### src/rtl/reduce_accel_pkg.sv
// Shared constants and types for the AXI-Lite reduction accelerator:
// register offsets, reduction modes, compute-FSM states and AXI response codes.
package reduce_accel_pkg;

  localparam int unsigned CTRL_OFS     = 'h00;
  localparam int unsigned STATUS_OFS   = 'h04;
  localparam int unsigned RESULT_OFS   = 'h08;
  localparam int unsigned OPERAND_BASE = 'h10;

  typedef enum logic [1:0] {
    MODE_SUM = 2'b00,
    MODE_SUB = 2'b01,
    MODE_XOR = 2'b10,
    MODE_MAX = 2'b11
  } mode_t;

  typedef enum logic {
    ST_IDLE = 1'b0,
    ST_RUN  = 1'b1
  } state_t;

  localparam logic [1:0]  RESP_OKAY   = 2'b00;
  localparam logic [1:0]  RESP_SLVERR = 2'b10;
  localparam logic [31:0] DEADBEEF    = 32'hDEAD_BEEF;

endpackage

### src/rtl/axi_lite_regif.sv
// AXI-Lite slave front end: independent AW/W/B/AR/R handshakes, presenting a
// single-cycle register write strobe and a combinational register read port.
module axi_lite_regif
  import reduce_accel_pkg::*;
#(
  parameter int C_S_AXI_ADDR_WIDTH = 6,
  parameter int C_S_AXI_DATA_WIDTH = 32
) (
  input  logic                            s_axi_aclk,
  input  logic                            s_axi_areset,
  input  logic [C_S_AXI_ADDR_WIDTH-1:0]   s_axi_awaddr,
  input  logic                            s_axi_awvalid,
  output logic                            s_axi_awready,
  input  logic [C_S_AXI_DATA_WIDTH-1:0]   s_axi_wdata,
  input  logic [C_S_AXI_DATA_WIDTH/8-1:0] s_axi_wstrb,
  input  logic                            s_axi_wvalid,
  output logic                            s_axi_wready,
  output logic [1:0]                      s_axi_bresp,
  output logic                            s_axi_bvalid,
  input  logic                            s_axi_bready,
  input  logic [C_S_AXI_ADDR_WIDTH-1:0]   s_axi_araddr,
  input  logic                            s_axi_arvalid,
  output logic                            s_axi_arready,
  output logic [C_S_AXI_DATA_WIDTH-1:0]   s_axi_rdata,
  output logic [1:0]                      s_axi_rresp,
  output logic                            s_axi_rvalid,
  input  logic                            s_axi_rready,
  output logic                            wr_en,
  output logic [C_S_AXI_ADDR_WIDTH-1:0]   wr_addr,
  output logic [C_S_AXI_DATA_WIDTH-1:0]   wr_data,
  output logic [C_S_AXI_DATA_WIDTH/8-1:0] wr_strb,
  input  logic                            wr_err,
  output logic                            rd_en,
  output logic [C_S_AXI_ADDR_WIDTH-1:0]   rd_addr,
  input  logic [C_S_AXI_DATA_WIDTH-1:0]   rd_data,
  input  logic                            rd_err
);

  logic                            aw_held;
  logic                            w_held;
  logic [C_S_AXI_ADDR_WIDTH-1:0]   aw_addr_q;
  logic [C_S_AXI_DATA_WIDTH-1:0]   w_data_q;
  logic [C_S_AXI_DATA_WIDTH/8-1:0] w_strb_q;

  // Readies are forced low while reset is asserted.
  assign s_axi_awready = !s_axi_areset && !aw_held && !s_axi_bvalid;
  assign s_axi_wready  = !s_axi_areset && !w_held  && !s_axi_bvalid;
  assign s_axi_arready = !s_axi_areset && !s_axi_rvalid;

  assign wr_en   = aw_held && w_held;
  assign wr_addr = aw_addr_q;
  assign wr_data = w_data_q;
  assign wr_strb = w_strb_q;

  assign rd_en   = s_axi_arvalid && s_axi_arready;
  assign rd_addr = s_axi_araddr;

  // NOTE: sequential state uses non-blocking assignments so every flop samples pre-edge values.
  always_ff @(posedge s_axi_aclk) begin
    if (s_axi_areset) begin
      aw_held      <= 1'b0;
      w_held       <= 1'b0;
      aw_addr_q    <= '0;
      w_data_q     <= '0;
      w_strb_q     <= '0;
      s_axi_bvalid <= 1'b0;
      s_axi_bresp  <= RESP_OKAY;
      s_axi_rvalid <= 1'b0;
      s_axi_rresp  <= RESP_OKAY;
      s_axi_rdata  <= '0;
    end else begin
      if (s_axi_awvalid && s_axi_awready) begin
        aw_held   <= 1'b1;
        aw_addr_q <= s_axi_awaddr;
      end
      if (s_axi_wvalid && s_axi_wready) begin
        w_held   <= 1'b1;
        w_data_q <= s_axi_wdata;
        w_strb_q <= s_axi_wstrb;
      end

      if (wr_en) begin
        aw_held      <= 1'b0;
        w_held       <= 1'b0;
        s_axi_bvalid <= 1'b1;
        s_axi_bresp  <= wr_err ? RESP_SLVERR : RESP_OKAY;
      end else if (s_axi_bvalid && s_axi_bready) begin
        s_axi_bvalid <= 1'b0;
      end

      if (rd_en) begin
        s_axi_rdata  <= rd_data;
        s_axi_rresp  <= rd_err ? RESP_SLVERR : RESP_OKAY;
        s_axi_rvalid <= 1'b1;
      end else if (s_axi_rvalid && s_axi_rready) begin
        s_axi_rvalid <= 1'b0;
      end
    end
  end

endmodule

### src/rtl/axi_lite_reduce_accel.sv
// Reduction accelerator top: register file, address decode and a sequential
// one-operand-per-cycle reduction datapath behind an AXI-Lite slave.
module axi_lite_reduce_accel
  import reduce_accel_pkg::*;
#(
  parameter int C_S_AXI_ADDR_WIDTH = 6,
  parameter int C_S_AXI_DATA_WIDTH = 32,
  parameter int C_NUM_OPERANDS     = 4
) (
  input  logic                            s_axi_aclk,
  input  logic                            s_axi_areset,
  input  logic [C_S_AXI_ADDR_WIDTH-1:0]   s_axi_awaddr,
  input  logic                            s_axi_awvalid,
  output logic                            s_axi_awready,
  input  logic [C_S_AXI_DATA_WIDTH-1:0]   s_axi_wdata,
  input  logic [C_S_AXI_DATA_WIDTH/8-1:0] s_axi_wstrb,
  input  logic                            s_axi_wvalid,
  output logic                            s_axi_wready,
  output logic [1:0]                      s_axi_bresp,
  output logic                            s_axi_bvalid,
  input  logic                            s_axi_bready,
  input  logic [C_S_AXI_ADDR_WIDTH-1:0]   s_axi_araddr,
  input  logic                            s_axi_arvalid,
  output logic                            s_axi_arready,
  output logic [C_S_AXI_DATA_WIDTH-1:0]   s_axi_rdata,
  output logic [1:0]                      s_axi_rresp,
  output logic                            s_axi_rvalid,
  input  logic                            s_axi_rready,
  output logic                            irq
);

  localparam int AW    = C_S_AXI_ADDR_WIDTH;
  localparam int DW    = C_S_AXI_DATA_WIDTH;
  localparam int SW    = DW / 8;
  localparam int N     = C_NUM_OPERANDS;
  localparam int IDX_W = $clog2(N);
  localparam logic [AW-3:0]    NOPS     = (AW-2)'(N);
  localparam logic [IDX_W-1:0] LAST_IDX = IDX_W'(N - 1);

  logic          wr_en, wr_err, rd_en, rd_err;
  logic [AW-1:0] wr_addr, rd_addr;
  logic [DW-1:0] wr_data, rd_data;
  logic [SW-1:0] wr_strb;

  state_t           state, state_nxt;
  mode_t            mode;
  logic             irq_en, done, ovf, busy;
  logic [DW-1:0]    result, acc, acc_nxt, op_cur;
  logic [IDX_W-1:0] idx;
  logic [DW-1:0]    ops [N];
  logic             step_ovf;

  logic             wr_ctrl, wr_status, wr_result, wr_op, wr_ok, start;
  logic [AW-1:0]    wr_off, rd_off;
  logic [IDX_W-1:0] wr_op_idx, rd_op_idx;

  axi_lite_regif #(
    .C_S_AXI_ADDR_WIDTH(AW),
    .C_S_AXI_DATA_WIDTH(DW)
  ) u_regif (
    .s_axi_aclk   (s_axi_aclk),
    .s_axi_areset (s_axi_areset),
    .s_axi_awaddr (s_axi_awaddr),
    .s_axi_awvalid(s_axi_awvalid),
    .s_axi_awready(s_axi_awready),
    .s_axi_wdata  (s_axi_wdata),
    .s_axi_wstrb  (s_axi_wstrb),
    .s_axi_wvalid (s_axi_wvalid),
    .s_axi_wready (s_axi_wready),
    .s_axi_bresp  (s_axi_bresp),
    .s_axi_bvalid (s_axi_bvalid),
    .s_axi_bready (s_axi_bready),
    .s_axi_araddr (s_axi_araddr),
    .s_axi_arvalid(s_axi_arvalid),
    .s_axi_arready(s_axi_arready),
    .s_axi_rdata  (s_axi_rdata),
    .s_axi_rresp  (s_axi_rresp),
    .s_axi_rvalid (s_axi_rvalid),
    .s_axi_rready (s_axi_rready),
    .wr_en        (wr_en),
    .wr_addr      (wr_addr),
    .wr_data      (wr_data),
    .wr_strb      (wr_strb),
    .wr_err       (wr_err),
    .rd_en        (rd_en),
    .rd_addr      (rd_addr),
    .rd_data      (rd_data),
    .rd_err       (rd_err)
  );

  assign busy = (state == ST_RUN);
  assign irq  = done && irq_en;

  // NOTE: every always_comb output gets a default first, so no path can infer a latch.
  always_comb begin
    wr_off    = wr_addr - AW'(OPERAND_BASE);
    wr_ctrl   = (wr_addr == AW'(CTRL_OFS));
    wr_status = (wr_addr == AW'(STATUS_OFS));
    wr_result = (wr_addr == AW'(RESULT_OFS));
    wr_op     = (wr_addr >= AW'(OPERAND_BASE)) && (wr_off[1:0] == 2'b00) &&
                (wr_off[AW-1:2] < NOPS);
    wr_op_idx = wr_off[IDX_W+1:2];
    // Operands and mode are frozen during RUN; a start-only CTRL write stays legal.
    wr_err    = !(wr_ctrl || wr_status || wr_result || wr_op) ||
                (busy && wr_op) ||
                (busy && wr_ctrl && wr_strb[0] && (wr_data[2:1] != mode));
    wr_ok     = wr_en && !wr_err;
    start     = wr_ok && wr_ctrl && wr_strb[0] && wr_data[0] && !busy;
  end

  always_comb begin
    rd_off    = rd_addr - AW'(OPERAND_BASE);
    rd_op_idx = rd_off[IDX_W+1:2];
    rd_data   = '0;
    rd_err    = 1'b0;
    if (rd_en) begin
      rd_data = DEADBEEF;
      rd_err  = 1'b1;
      if (rd_addr == AW'(CTRL_OFS)) begin
        rd_data = {{(DW-4){1'b0}}, irq_en, mode, 1'b0};
        rd_err  = 1'b0;
      end else if (rd_addr == AW'(STATUS_OFS)) begin
        rd_data = {{(DW-3){1'b0}}, ovf, done, busy};
        rd_err  = 1'b0;
      end else if (rd_addr == AW'(RESULT_OFS)) begin
        rd_data = result;
        rd_err  = 1'b0;
      end else if ((rd_addr >= AW'(OPERAND_BASE)) && (rd_off[1:0] == 2'b00) &&
                   (rd_off[AW-1:2] < NOPS)) begin
        rd_data = ops[rd_op_idx];
        rd_err  = 1'b0;
      end
    end
  end

  always_comb begin
    op_cur   = ops[idx];
    acc_nxt  = acc;
    step_ovf = 1'b0;
    case (mode)
      MODE_SUM: {step_ovf, acc_nxt} = {1'b0, acc} + {1'b0, op_cur};
      MODE_SUB: begin
        acc_nxt  = acc - op_cur;
        step_ovf = (acc < op_cur);
      end
      MODE_XOR: acc_nxt = acc ^ op_cur;
      MODE_MAX: acc_nxt = (op_cur > acc) ? op_cur : acc;
      default:  acc_nxt = acc;
    endcase
  end

  always_comb begin
    state_nxt = state;
    case (state)
      ST_IDLE: if (start) state_nxt = ST_RUN;
      ST_RUN:  if (idx == LAST_IDX) state_nxt = ST_IDLE;
      default: state_nxt = ST_IDLE;
    endcase
  end

  always_ff @(posedge s_axi_aclk) begin
    if (s_axi_areset) state <= ST_IDLE;
    else              state <= state_nxt;
  end

  always_ff @(posedge s_axi_aclk) begin
    if (s_axi_areset) begin
      mode   <= MODE_SUM;
      irq_en <= 1'b0;
      done   <= 1'b0;
      ovf    <= 1'b0;
      result <= '0;
      acc    <= '0;
      idx    <= '0;
      // NOTE: the operand array is software-visible state, so it is reset like any other register.
      for (int i = 0; i < N; i++) ops[i] <= '0;
    end else begin
      if (wr_ok) begin
        if (wr_ctrl && wr_strb[0]) begin
          mode   <= mode_t'(wr_data[2:1]);
          irq_en <= wr_data[3];
        end
        if (wr_status && wr_strb[0]) begin
          if (wr_data[1]) done <= 1'b0;
          if (wr_data[2]) ovf  <= 1'b0;
        end
        if (wr_op) begin
          for (int b = 0; b < SW; b++)
            if (wr_strb[b]) ops[wr_op_idx][8*b +: 8] <= wr_data[8*b +: 8];
        end
      end
      // Later assignments win, so a completing reduction overrides a same-edge W1C.
      if (start) begin
        acc  <= ops[0];
        idx  <= IDX_W'(1);
        done <= 1'b0;
        ovf  <= 1'b0;
      end else if (busy) begin
        acc <= acc_nxt;
        idx <= idx + 1'b1;
        if (step_ovf) ovf <= 1'b1;
        if (idx == LAST_IDX) begin
          result <= acc_nxt;
          done   <= 1'b1;
        end
      end
    end
  end

endmodule

### config.mk
export PLATFORM = sky130hd
export DESIGN_NAME = axi_lite_reduce_accel
export DESIGN_NICKNAME = d
export VERILOG_FILES = /design/src/rtl/reduce_accel_pkg.sv /design/src/rtl/axi_lite_regif.sv /design/src/rtl/axi_lite_reduce_accel.sv
export SDC_FILE = /design/constraint.sdc
export NUM_CORES = 1
export LEC_CHECK = 0
export ABC_AREA = 0
export ABC_CLOCK_PERIOD_IN_PS = 6200
export CAP_MARGIN = 15
export CORE_MARGIN = 2
export CORE_UTILIZATION = 40
export CTS_CLUSTER_DIAMETER = 120
export DETAILED_ROUTE_END_ITERATION = 8
export GPL_TIMING_DRIVEN = 0
export PLACE_DENSITY = 0.66
export SLEW_MARGIN = 20
export SYNTH_ARGS = -nofsm -noshare
export SYNTH_HDL_FRONTEND = slang
export SYNTH_SLANG_ARGS = --single-unit
export TNS_END_PERCENT = 5
### constraint.sdc
create_clock -name s_axi_aclk -period 6.2 [get_ports s_axi_aclk]
set_input_delay 0.93 -clock s_axi_aclk [delete_from_list [all_inputs] [get_ports s_axi_aclk]]
set_output_delay 0.93 -clock s_axi_aclk [all_outputs]
set_load 0.01 [all_outputs]
Fig. 1: signal wires on met1
The bar under the picture is 50 um long. Cells faint in the background.
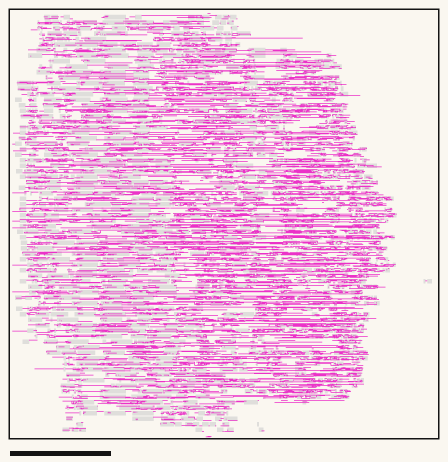
main direction	horizontal
nets with wire on the layer	2019
longest straight run	82.8 um

==> results.ini <==
[status]
status=finished clean

[cells_and_area]
logic_area_um2=9568
seqAreaFraction_pct=34.88
clkCellAreaFrac_pct=4.505
nets=2132
synthToLayoutAreaGrowth_pct=14.48
lay_top_cells=nand2_1, a21oi_1, nor2_1, dfxtp_1, and2_1
multi_input_comb_cells=1404
register_area_um2=6887
n_fill_cell=4130
sh_comb_area_pct=48.46
antenna_cells=0
inverters_excl_clock=71
seq_cells=280
final_util_pct=46.14
nClkBuffers=42
signal_buffers=226
layout_top_cell=nand2_1
largestClassByArea=multi-input combinational cells
post_route_cells_drive_above_1_share_pct=7.787
area_share_nonclk_buffers_pct=7.351

[grt]
grt_pass1_wl_um=92250
antenna_found_initial=0
grt_pass1_vias=15140
gr-usage-all-layers_pct=27.34
overflow=0
grt_max_degree=16

[yosys]
top_cells_by_area=edfxtp_1, dfxtp_1, mux4_2
synth_cells=1889
ys_types=73
synthAoiAreaFrac_pct=18.72
synth_area_per_cell_um2=9.131
enable_flop_cells=128
ff_type=dfxtp_1
logic_family=simple AND/OR/NAND/NOR gates
yosys_area_um2=17250
synth-xor-area-share_pct=1.269
top_area_share_pct=22.29
ys_async_sr_fraction_pct=0
syn-cell-area_um2=17250
adder_share_pct=5.020
ys_sh_mux_pct=10.45
yosysSeqAreaShare_pct=39.93
ys_sh_simple_pct=19.93
synth_area_leader_cell=edfxtp_1
yosysWarnings=0
yosys_cells=1889
synth_flops=280

[sta]
timing.hold.ws_ns=0.4607
slew_violations=0
max_clock_freq_ghz=0.1686
final-hold-violation-count=0
period_needed_ns=5.932
period_used_pct=95.67
fin_worst_skew_ns=0.01862
tightestPinTransition_ns=1.047
rsz0062_at_grt=false
max_slew_margin_pct=29.93
setup_violations=0
finalSetupTns_ns=0

[worst_setup_path]
cp_data_arrival_time_ns=6.31
reg2reg_to=result[23]
path_cells=clkbuf_1 > clkbuf_2 > buf_2 > mux4_2 > inv_1 > ha_1 > clkbuf_1 > inv_1 > nor2_1 > a221oi_1 > o2111ai_1 > o211a_1 > clkbuf_1 > a211oi_1 > a211oi_1 > a311oi_1 > a211oi_1
r2r-start=idx[1]
crit_end=result[23]
path_depth=17
crit_family=AND-OR/OR-AND gates
crit_buf_inv=7
cp_max_fo=10
rrSetupSlack_ns=0.27
crit_slowest_cell=a311oi_1
slowest_delay_ns=0.73
endpoint_kind=flip-flop
crit_start=idx[1]
setup.worst_path.class=reg -> reg
startpoint_type=flip-flop
cp.required_ns=6.58
reg2reg_depth=17

[hold_path]
hold_path_class=reg -> reg
hold_end=result[22]
holdPathStages=2
hp-start=result[22]

[placement]
port-buffer-count=91
place.gp.congestion=1.010
dp_hpwl_um=49170

[routing]
vias=15630
drc=0
avgRoutedWirePerCell_um=23.99
antenna_left=0
firstDrtPassIters=5
via_per_inst=6.070
drtIter0Drc=1719
wl_um=61770

[cts]
cts_tree=yes
htree_num_levels=1
cts_setup_buffers=0
clk_latency_ns=0.56
cts-resized-gates=2
ctsRootBufferMaster=clkbuf_16
cts_hold_buf=0
cts.sinks=280
cts.path.max_buffers=3
cts_buffers=26
path_clk_slew_ns=0.07

[floorplanning]
io_pins=97
core_area_um2=42790
num_rows=76
taps=546
fp-utilization_pct=40.31
chipArea_um2=44800
die_x_um=211.7
die_h_um=211.7

[run]
max_cap_viol_count=0
log.warning_count=59

[power]
peakVddDrop_mv=0.2333
p_leak_nw=7.260
p_per_area_nw_per_um2=208.2

Fig. 2: metal 2
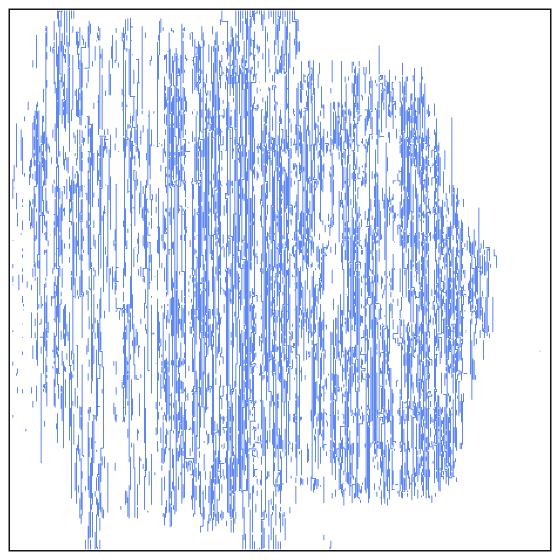
longest straight run	95.9 um
nets with wire on the layer	1728
main direction	vertical
wire length on this layer	28.0 mm
share of all routed wire	45%

## cell usage after synthesis, drive strengths merged, types with 17 or more instances
cell type / count
mux2i: 26
nand3: 20
inv: 68
a211oi: 44
o21ai: 53
a21o: 19
edfxtp: 128
a21oi: 182
o22ai: 25
nor3: 71
buf: 31
ha: 66
and3: 24
a311oi: 20
mux4: 64
o211ai: 17
and2: 129
nand2: 222
dfxtp: 152
nor2: 174
nor2b: 17
xnor2: 21
clkbuf: 104
## logic make-up after synthesis
kind of cell	after synthesis
flip-flops	280
AND-OR/OR-AND	488
XOR/XNOR	25
buffers and inverters	206
AND/OR/NAND/NOR	722
adder cells (fa/ha/maj)	68
other	1
multiplexers	99
## layer usage
layer | track usage, % | part of all wire (%)
met2 | 43.78 | 45
met1 | 36.39 | 41
met3 | 3.575 | 8.3
met4 | 13.89 | 5.3
met5 | 0 | 0
## registers in the layout, indices dropped and copies added (netlist names)
signal	flops
u_regif.wr_strb	4
u_regif.wr_addr	6
irq_en	1
u_regif.s_axi_bvalid	1
u_regif.s_axi_bresp	1
ovf	1
mode	2
u_regif.s_axi_rresp	1
acc	32
result	32
u_regif.s_axi_rdata	32
idx	2
busy	1
u_regif.aw_held	1
u_regif.s_axi_rvalid	1
ops	128
u_regif.w_held	1
u_regif.wr_data	32
done	1
## report_power, final
group / internal [mW] / switching [mW]
clock network: 0.971 / 0.708
logic: 0.164 / 0.231
registers: 1.99 / 0.0498
total: 3.12 / 0.989
## per-stage QoR
step	std cells	setup slack [ns]	total power, mW	instance area (um^2)
finish	2575	0.2682	4.110	19750
global route	2575	0.005953	4.226	19750
CTS	2575	0.1602	4.118	19740
detailed placement	2527	-0.1007	2.462	18850
global placement	2527	-0.05280	2.454	18850
floorplan	1890	1.508	2.281	17250
No activity file was given, so power comes from the tool's default toggle rates.
